### src/rtl/mux81_rr_arbiter_pkg.sv
// Shared types, constants and the rotating-priority pick function
// for the 8:1 mux round-robin arbiter.
package mux81_arb_pkg;

    localparam int NUM_REQ = 8;

    typedef enum logic {
        IDLE = 1'b0,
        BUSY = 1'b1
    } state_t;

    typedef logic [2:0] sel_t;

    typedef struct packed {
        logic found;
        sel_t idx;
    } pick_t;

    // Scans from the highest offset down, so the lowest offset from ptr is kept.
    function automatic pick_t rr_pick(input logic [NUM_REQ-1:0] req, input sel_t ptr);
        pick_t r;
        sel_t  k;
        r = '0;
        for (int i = NUM_REQ - 1; i >= 0; i--) begin
            k = ptr + sel_t'(i);
            if (req[k]) begin
                r.found = 1'b1;
                r.idx   = k;
            end
        end
        return r;
    endfunction

endpackage

### src/rtl/mux81.sv
// Behavioral 8:1 single-bit mux shared by the arbiter's requesters.
module mux81 (
    input  logic [7:0] d,
    input  logic [2:0] s,
    output logic       o
);

    assign o = d[s];

endmodule

### src/rtl/mux81_rr_arbiter.sv
// Round-robin arbiter granting one of eight requesters access to a shared
// 8:1 mux, with each grant capped at MAX_HOLD cycles.
module mux81_rr_arbiter
    import mux81_arb_pkg::*;
#(
    parameter  int MAX_HOLD = 4,
    localparam int CNT_W    = $clog2(MAX_HOLD) + 1
) (
    input  logic       clk,
    input  logic       rst_n,
    input  logic [7:0] req,
    input  logic [7:0] din,
    output logic [7:0] gnt,
    output logic [2:0] sel,
    output logic       busy,
    output logic       y
);

    state_t           state_q, state_d;
    sel_t             sel_q, sel_d;
    sel_t             ptr_q, ptr_d;
    logic [CNT_W-1:0] hold_q, hold_d;

    logic  release_grant;
    sel_t  scan_ptr;
    pick_t pick;
    logic  mux_out;

    always_ff @(posedge clk or negedge rst_n) begin
        if (!rst_n) begin
            state_q <= IDLE;
            sel_q   <= '0;
            ptr_q   <= '0;
            hold_q  <= '0;
        end else begin
            state_q <= state_d;
            sel_q   <= sel_d;
            ptr_q   <= ptr_d;
            hold_q  <= hold_d;
        end
    end

    // On release the scan starts just past the outgoing winner, so the
    // next grant follows without an idle bubble.
    always_comb begin
        release_grant = (state_q == BUSY) &&
                        (!req[sel_q] || (hold_q == CNT_W'(MAX_HOLD - 1)));
        scan_ptr      = release_grant ? sel_q + 3'd1 : ptr_q;
        pick          = rr_pick(req, scan_ptr);

        state_d = state_q;
        sel_d   = sel_q;
        ptr_d   = ptr_q;
        hold_d  = hold_q;

        case (state_q)
            IDLE: begin
                if (pick.found) begin
                    state_d = BUSY;
                    sel_d   = pick.idx;
                    hold_d  = '0;
                end
            end
            BUSY: begin
                if (release_grant) begin
                    ptr_d  = scan_ptr;
                    hold_d = '0;
                    if (pick.found) begin
                        sel_d = pick.idx;
                    end else begin
                        state_d = IDLE;
                    end
                end else begin
                    hold_d = hold_q + CNT_W'(1);
                end
            end
            default: begin
                state_d = IDLE;
                hold_d  = '0;
            end
        endcase
    end

    mux81 u_mux (
        .d (din),
        .s (sel_q),
        .o (mux_out)
    );

    assign busy = (state_q == BUSY);
    assign sel  = sel_q;
    assign gnt  = busy ? (8'b1 << sel_q) : 8'b0;
    assign y    = mux_out & busy;

endmodule

### config.mk
export PLATFORM = sky130hd
export DESIGN_NAME = mux81_rr_arbiter
export DESIGN_NICKNAME = d
export VERILOG_FILES = /design/src/rtl/mux81_rr_arbiter_pkg.sv /design/src/rtl/mux81.sv /design/src/rtl/mux81_rr_arbiter.sv
export SDC_FILE = /design/constraint.sdc
export NUM_CORES = 1
export LEC_CHECK = 0
export ABC_AREA = 1
export CORE_MARGIN = 2
export CORE_UTILIZATION = 43
export DETAILED_ROUTE_END_ITERATION = 12
export HOLD_SLACK_MARGIN = 0.05
export PLACE_DENSITY = 0.79
export SLEW_MARGIN = 10
export SYNTH_ARGS = -nofsm -noshare
export SYNTH_HDL_FRONTEND = slang
export SYNTH_HIERARCHICAL = 1
export SYNTH_SLANG_ARGS = --single-unit
### constraint.sdc
create_clock -name clk -period 5.5 [get_ports clk]
set_input_delay 0.825 -clock clk [delete_from_list [all_inputs] [get_ports clk]]
set_output_delay 0.825 -clock clk [all_outputs]
set_load 0.02 [all_outputs]
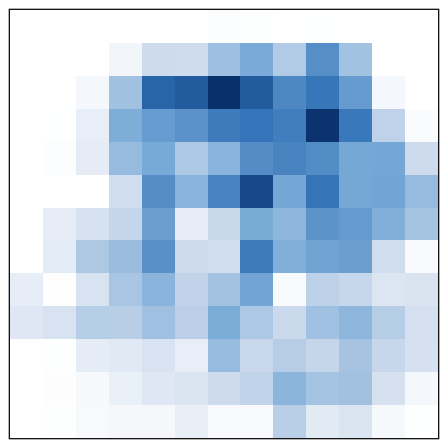
Figure 1: run 1, wiring heat map.
13 x 13 tiles, from white (low) to dark blue (high), scaled to the fullest tile. Values are wire area over tile area, all layers added.
- tiles over half the peak: 21%
- nearly empty tiles: 22%
- fullest tile: 0.55
- mean over tiles: 0.15

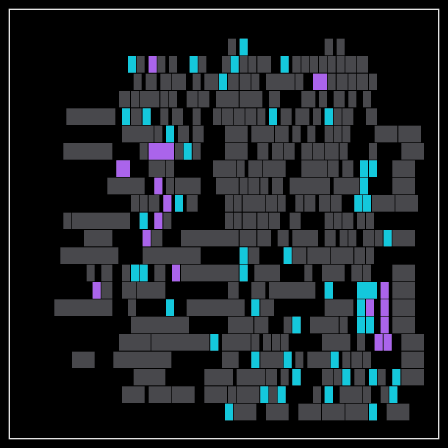
Figure 2: run 1, logic cells by family.
- purple: nor cells (cells 16)
- cyan: inv cells (cells 47)

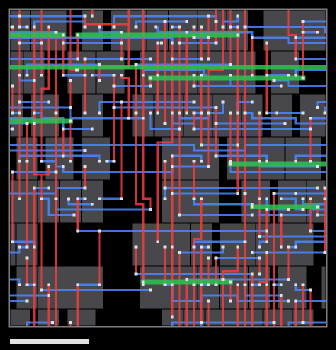
Figure 3: run 1, zoomed window.
Bar = 5 um. Window x 24 to 44, y 37 to 57 um. Cells in gray, sequential cells in the stronger gray; small squares are vias.
- red: M2
- green: M3
- blue: M1
- cells with their middle in the window: 51
- sequential cells in the window: 0
- most frequent: nand2_1 (15), nand3_1 (13), nand3_2 (8)

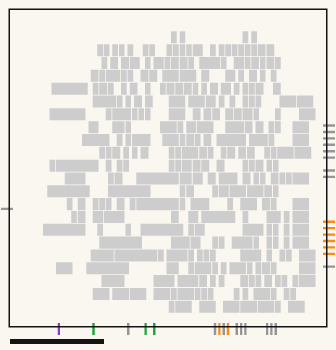
Figure 4: run 1, I/O pins on the die edge.
Bar = 20 um. Pins as bars across the die edge, other pins in gray.
- purple: rst_n (pins 1; direction input; edge bottom)
- orange: gnt (pins 8; direction output; edge 6 right, 2 bottom)
- green: sel (pins 3; direction output; edge bottom)
- all pins by edge: 15 bottom, 15 right, 1 left

==> job_summary.md, run 1 <==
## Synthesis and layout report

| Metric | Value |
|---|---|
| Gr usage total | `0.203` |
| Slew @ Worst Pin | `648 ps` |
| Distinct lib cells | `26` |
| Die width | `67 um` |
| Antenna viol nets, final | `0` |
| Total length of routed wires | `4290 um` |
| Outcome | `finished, final reports clean` |
| GR peak layer | `met2` |
| Synth Cell Area | `1710 sq um` |
| Max-Cap Viols | `0` |
| Setup WS post-layout | `a little under 2000 ps` |
| Layout area overhead | `20.6%` |
| Finished layout cell area | `roughly 2000 sq um` |
| CTS max path bufs | `2` |
| Most frequent cell after synthesis | `nand2_1` |
| Flops | `10` |
| Count of hold-fix buffers inserted at cts | `0` |
| Final Max Tran Viols | `0` |
| Met1 Wirelength | `between 2000 and 2500 um` |
| Dominant comb cell | `simple AND/OR/NAND/NOR gates` |
| Met2 WL post-DR | `1950 um` |
| Hold_ws | `roughly 480 ps` |
| Yosys adder share | `0.0660` |
| Routed wl met3 | `223 um` |
| CP arrival | `3680 ps` |
| First-pass GRT wire length | `approximately 7100 um` |
| Yosys cell count | `278` |
| DP Worst Slack | `~1700 ps` |
| Post-route DRC | `0` |
| Tcrit/Tclk final | `0.649` |
| Area fraction in compound gates | `0.0638` |
| Critical Path Max Stage Delay | `between 500 and 600 ps` |
| Via/cell ratio | `around 5.1` |
| Filler cells | `388` |
| CTS sink count | `10` |
| Buffering overhead | `0.146` |
| Reg-to-reg slack, setup | `around 2300 ps` |
| Final hold violations | `0` |
| Worst Path Buf+Inv | `5` |
| Crit-path cells | `clkdlybuf4s50_1 > inv_1 > o21ai_1 > nand2_1 > nand3_2 > nand3_4 > nand3_1 > nand2_2 > ha_1 > inv_1 > nand3_1 > nand3_1 > nand2_1 > inv_2 > nand4_4 > o21ai_4 > inv_2 > nor2_1 > a21oi_1` |
| Async SR Flop Fraction | `1.00` |
| Number of port buffers | `30` |
| RSZ-0062 raised after global routing | `no` |
| Req. time, crit path | `between 5000 and 6000 ps` |
| Area of the core | `between 3000 and 4000 sq um` |
| Setup bufs post-CTS | `0` |
| Share of post-route cells with drive strength above 1 | `0.163` |
| CTS Buf Count | `3` |
| Multi-input gates | `216` |
| Most used cell along the critical path | `nand3_1` |
| Placer Congestion | `1.05` |
| Fin cells | `354` |
| Worst Clk Skew | `1.73 ps` |
| Slowest CP cell | `clkdlybuf4s50_1` |
| Invs w/o clock | `47` |
| Critical path depth | `19` |
| Placed insts | `between 300 and 400` |
| Log Warnings | `30` |
| Via count | `around 1800` |
| Clk ins delay skew pair | `240 ps` |
| Cell type with the largest total area | `nand2_1` |
| Met3 GRT Util | `0.0152` |
| Initial antenna violation count | `0` |
| Mapped Nets | `between 300 and 400` |
| Drt initial violations | `156` |
| Crit. End Element | `register` |
| Die height | `~67 um` |
| Layout Nets | `335` |
| ClkCell Share | `0.0201` |
| Clock Tree Root | `clkbuf_8` |
| Synth Seq Share | `0.147` |
| Mux share | `0` |
| Dominant cells by area after synthesis | `nand2_1 20%, dfrtp_1 15%, nand3_1 13%` |
| Crit. Startpoint | `req[0]` |
| RR Endpoint | `sel[1]` |
| Clock buf count | `3` |
| M2 GR Usage | `0.340` |
## run 1: cells in the final DEF, fill, tap and decap left out, drive strengths merged
cell / synthesis / routed
o211ai: 1 / 1
clkdlybuf4s50: 0 / 30
nand2: 113 / 113
inv: 47 / 47
o22ai: 1 / 1
nand3: 56 / 56
dfrtp: 10 / 10
ha: 9 / 9
nor2: 16 / 16
nand3b: 2 / 2
nand4: 2 / 2
clkbuf: 0 / 3
o21ai: 6 / 6
a21oi: 10 / 10
## run 1: worst min-delay path by stage
stage                          from         to  cells past startpoint
after floorplan           hold_q[0]  hold_q[0]                      1
after global placement    hold_q[0]  hold_q[0]                      1
after detailed placement  hold_q[0]  hold_q[0]                      1
after CTS                 hold_q[0]  hold_q[0]                      1
after global routing      hold_q[0]  hold_q[0]                      1
final                     hold_q[0]  hold_q[0]                      1
==> run 2, diff against run 1 <==
PLACE_DENSITY = 0.81   (was 0.79)
clock period = 2.9 ns   (was 5.5 ns; I/O delays follow)
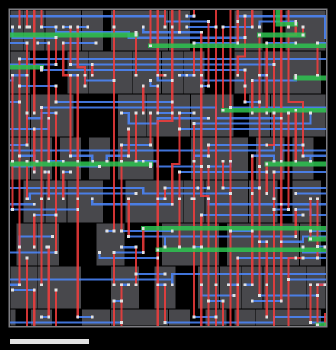
Figure 5: run 2, zoomed window.
Bar = 5 um. Window x 24 to 44, y 37 to 57 um. Cells in gray, sequential cells in the stronger gray; small squares are vias.
- green: M3
- red: M2
- blue: M1
- sequential cells in the window: 0
- most frequent: nand2_1 (15), nand3_1 (10), buf_4 (8)
- cells with their middle in the window: 53

==> job_summary.md, run 2 <==
## Synthesis and layout report

| Metric | Value |
|---|---|
| Yosys adder share | `0.0660` |
| Via/cell ratio | `5.00` |
| Setup WS post-layout | `130 ps` |
| Gr usage total | `0.215` |
| Slowest CP cell | `clkdlybuf4s50_1` |
| Die height | `67 um` |
| Mapped Nets | `305` |
| Mux share | `0` |
| Invs w/o clock | `approximately 47` |
| CTS max path bufs | `2` |
| Synth Seq Share | `0.147` |
| Dominant logic cell types in the final layout | `90 x nand2_1, 40 x inv_1, 38 x buf_4` |
| Most frequent logic cell in the layout | `nand2_1` |
| Worst Path Buf+Inv | `5` |
| Log Warnings | `30` |
| Antenna viol nets, final | `0` |
| Worst Clk Skew | `0.213 ps` |
| Critical path depth | `20` |
| Dominant cells by area after synthesis | `nand2_1 20%, dfrtp_1 15%, nand3_1 13%` |
| Cell type with the largest total area | `nand2_1` |
| Number of port buffers | `30` |
| Slew @ Worst Pin | `445 ps` |
| Clock Tree Root | `clkbuf_8` |
| Clock buf count | `3` |
| Reg-to-reg slack, setup | `230 ps` |
| Layout area overhead | `40.3%` |
| ClkCell Share | `0.0172` |
| Req. time, crit path | `about 3000 ps` |
| Setup bufs post-CTS | `0` |
| WHS Endpoint | `hold_q[0]` |
| Share of post-route cells with drive strength above 1 | `0.288` |
| Flops | `10` |
| Multi-input gates | `about 220` |
| Hold_ws | `479 ps` |
| Finished layout cell area | `2390 sq um` |
| Async SR Flop Fraction | `1.00` |
| Crit. End Element | `register` |
| Fin cells | `392` |
| Most frequent cell after synthesis | `nand2_1` |
| Dominant comb cell | `simple AND/OR/NAND/NOR gates` |
| Hold depth | `1` |
| Tcrit/Tclk final | `0.955` |
| Count of hold-fix buffers inserted at cts | `0` |
| Distinct lib cells | `26` |
| Synth Cell Area | `1710 sq um` |
| Post-route DRC | `0` |
| Buffering overhead | `0.245` |
| Crit-path cells | `clkdlybuf4s50_1 > inv_1 > o21ai_1 > nand2_1 > nand3_2 > nand3_4 > nand2_8 > nand2_2 > nand2_2 > ha_1 > inv_2 > nand3_2 > nand3_2 > nand2_2 > inv_2 > nand4_4 > o21ai_4 > inv_2 > nor2_1 > a21oi_1` |
| First-pass GRT wire length | `7530 um` |
| Initial antenna violation count | `0` |
| Outcome | `finished, final reports clean` |
| Clk ins delay skew pair | `230 ps` |
| CP arrival | `about 2900 ps` |
| Drt initial violations | `154` |
| Layout Nets | `373` |
| Placed insts | `about 390` |
| Crit. Startpoint | `req[0]` |
| Filler cells | `349` |
| Final hold violations | `0` |
| Area of the core | `3740 sq um` |
| Critical Path Max Stage Delay | `around 480 ps` |
| Placer Congestion | `0.960` |
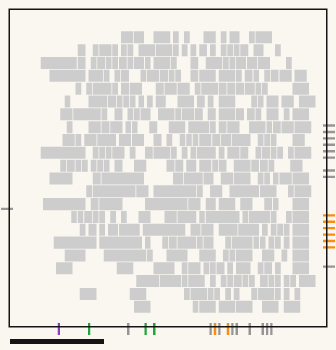
Figure 6: run 2, I/O pins on the die edge.
Bar = 20 um. Pins as bars across the die edge, other pins in gray.
- orange: gnt (pins 8; direction output; edge 6 right, 2 bottom)
- green: sel (pins 3; direction output; edge bottom)
- purple: rst_n (pins 1; direction input; edge bottom)

## run 2: cell counts after synthesis
No cell type changed its count.
## run 2: routing by layer
| layer | vias up | track usage | routed length [um] |
|---|---|---|---|
| li1 | 1008 | - | - |
| met1 | 891 | 0.289 | 2210 |
| met2 | 60 | 0.373 | 2250 |
| met3 | 2 | 0.0253 | 251 |
| met4 | 0 | 0.0332 | 6 |
| met5 | - | 0 | 0 |
==> run 3, diff against run 2 <==
CTS_CLUSTER_SIZE = 28   (was unset)
SETUP_SLACK_MARGIN = 0.15   (was unset)
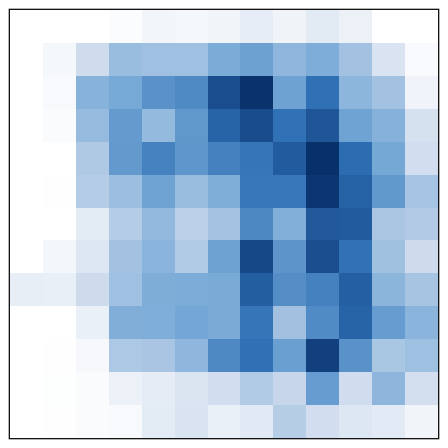
Figure 7: run 3, wiring heat map.
13 x 13 tiles, from white (low) to dark blue (high), scaled to the fullest tile. Values are wire area over tile area, all layers added.
- mean over tiles: 0.29
- fullest tile: 0.79
- densest ninth of the die: right middle
- tiles over half the peak: 31%
- nearly empty tiles: 14%
- emptiest ninth of the die: bottom left

==> job_summary.md, run 3 <==
## Synthesis and layout report

| Metric | Value |
|---|---|
| Top_reg_cell synth | `dfrtp_1` |
| Most frequent cell after synthesis | `nand2_1` |
| Critical R2R Launch | `sel[0]` |
| Routed wl met3 | `between 500 and 600 um` |
| Synthesized registers | `10` |
| WHS Endpoint | `hold_q[0]` |
| Fin cells | `414` |
| Filler cells | `approximately 200` |
| Logic area | `1580 sq um` |
| CTS tree | `yes` |
| Crit-path cells | `inv_6 > nand2_1 > nand3_2 > nand3_2 > nand3_4 > nand2_8 > nand2_4 > nand2_4 > ha_4 > inv_4 > buf_4 > buf_4 > buf_4 > a21oi_1 > nand2_1 > nand2_1 > nand2_1 > nand2_1 > nand2_1 > a21oi_2` |
| Final hold violations | `0` |
| Top Layer Used | `met4` |
| Number of port buffers | `30` |
| Critical Path Start Type | `register` |
| Most frequent logic cell in the layout | `nand2_1` |
| Met1 Wirelength | `2890 um` |
| GR peak layer | `met2` |
| Synth Seq Share | `0.147` |
| Met3 GRT Util | `0.0355` |
| Top-area cell share | `0.202` |
| Via count | `between 2000 and 2500` |
| Max-Cap Viols | `0` |
| Crit. Startpoint | `sel[0]` |
| Async SR Flop Fraction | `1.00` |
| Initial antenna violation count | `0` |
| Share of post-route cells with drive strength above 1 | `0.437` |
| Reg-to-reg slack, setup | `-20 ps` |
| Die width | `67 um` |
| Final Util | `0.781` |
| Slew headroom | `0.620` |
| Vias in the first global route | `approximately 1800` |
| Most used cell along the critical path | `nand2_1` |
| Clk ins delay skew pair | `230 ps` |
| Yosys cell count | `278` |
| Final Max Tran Viols | `0` |
| Chip area | `4490 sq um` |
| DP Worst Slack | `-162 ps` |
| Setup WS post-layout | `-22.7 ps` |
| Distinct lib cells | `26` |
| Placed insts | `393` |
| Dominant cells by area after synthesis | `nand2_1 20%, dfrtp_1 15%, nand3_1 13%` |
| Layout area overhead | `71.4%` |
| H-tree levels | `1` |
| Total length of routed wires | `7530 um` |
| CTS Buf Count | `3` |
| Cell type with the largest total area | `nand2_1` |
| Post-layout min period | `2920 ps` |
| N_diodes | `0` |
| Req. time, crit path | `just over 3000 ps` |
| Detailed Routing Iterations Pass 1 | `5` |
| Crit Path Max Fanout | `7` |
| Worst Path Buf+Inv | `5` |
| Synth Cell Area | `1710 sq um` |
| Slowest CP cell | `dfrtp_4` |
| Met2 WL post-DR | `about 3600 um` |
| FMAX | `342 MHz` |
| Gate Count Post-Synth | `278` |
| Final Setup Violations | `2` |
| Largest net degree at the start of global routing | `17` |
| Delay-heaviest family, CP | `simple AND/OR/NAND/NOR gates` |
| Hold_ws | `477 ps` |
| Antenna viol nets, final | `0` |
| Crit. End Element | `register` |
| Critical Path Max Stage Delay | `about 550 ps` |
| RR Endpoint | `sel[1]` |
| Slew @ Worst Pin | `~570 ps` |
| HP Start | `hold_q[0]` |
| CP arrival | `3090 ps` |
| CTS sink count | `10` |
| Gr usage total | `0.234` |
| Detailed Place HPWL | `around 3900 um` |
| Log Warnings | `31` |
| CTS max path bufs | `2` |
| Clock Tree Root | `clkbuf_8` |
| Register Area | `254 sq um` |
| HP Class | `register to register` |
| M2 GR Usage | `0.380` |
| Placer Congestion | `roughly 0.96` |
| Reg2reg path depth | `20` |
| Post-route DRC | `0` |
| Mapped Nets | `roughly 300` |
| Tcrit/Tclk final | `1.01` |
| Worst-path clk slew | `50 ps` |
| Initial Util | `0.456` |
| Grt met1 use | `0.320` |
| Worst Clk Skew | `2.82 ps` |
| Warnings from Yosys | `6` |
| First-pass GRT wire length | `between 8000 and 9000 um` |
| # rows | `22` |
| Die height | `~67 um` |
| Failing checks | `negative setup slack` |
| Dpl cell area | `2330 sq um` |
| Drt initial violations | `around 320` |
| Layout Nets | `about 390` |
| Critical path class | `register to register` |
| Hold depth | `1` |
| Via/cell ratio | `~5.7` |
| # IOs | `31` |
| Outcome | `complete, but fails checks` |
| Post-synth top cells | `92 x nand2_1, 43 x nand3_1, 41 x inv_1` |
| Average cell area after synthesis | `6.14 sq um` |
| Count of library flops with an enable pin | `0` |
| GRT overflow | `0` |
| DR WL/cell | `18.2 um` |
| Setup TNS | `-26.0 ps` |
| Area of the core | `3740 sq um` |
| Critical path depth | `20` |
| Finished layout cell area | `2930 sq um` |
| Yosys Chip Area | `1710 sq um` |
| Dominant logic cell types in the final layout | `77 x nand2_1, 49 x buf_4, 36 x inv_1` |
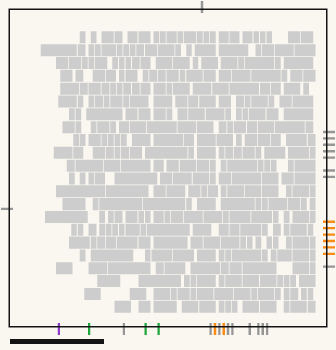
Figure 8: run 3, I/O pins on the die edge.
Bar = 20 um. Pins as bars across the die edge, other pins in gray.
- purple: rst_n (pins 1; direction input; edge bottom)
- orange: gnt (pins 8; direction output; edge 6 right, 2 bottom)
- green: sel (pins 3; direction output; edge bottom)

run 3: cell counts after synthesis:
No cell type changed its count.
run 3: worst max-delay path by stage:
stage,to,slack [ps]
floorplan,sel[1],160
global placement,sel[1],-50
detailed placement,sel[2],-160
CTS,sel[2],160
global route,sel[1],-140
finish,sel[1],-20
run 3: cell type report:
class	count	share of cell area
timing repair buffer	89	0.274
clock buffer	4	0.0154
multi-input combinational	216	0.541
sequential	10	0.0868
inverter	47	0.0629
tap	48	0.0205
run 3: cells by family after synthesis:
| kind of cell | share of synthesized area |
|---|---|
| simple gates | 0.588 |
| buf+inv | 0.136 |
| flops | 0.147 |
| compound gates | 0.0638 |
| fa+ha+maj | 0.0660 |
run 3: what timing repair did:
action	in CTS	in global routing
pin swaps	4	31
buffers inserted	1	16
setup endpoints to repair	5	7
resized	5	95
hold buffers	0	0
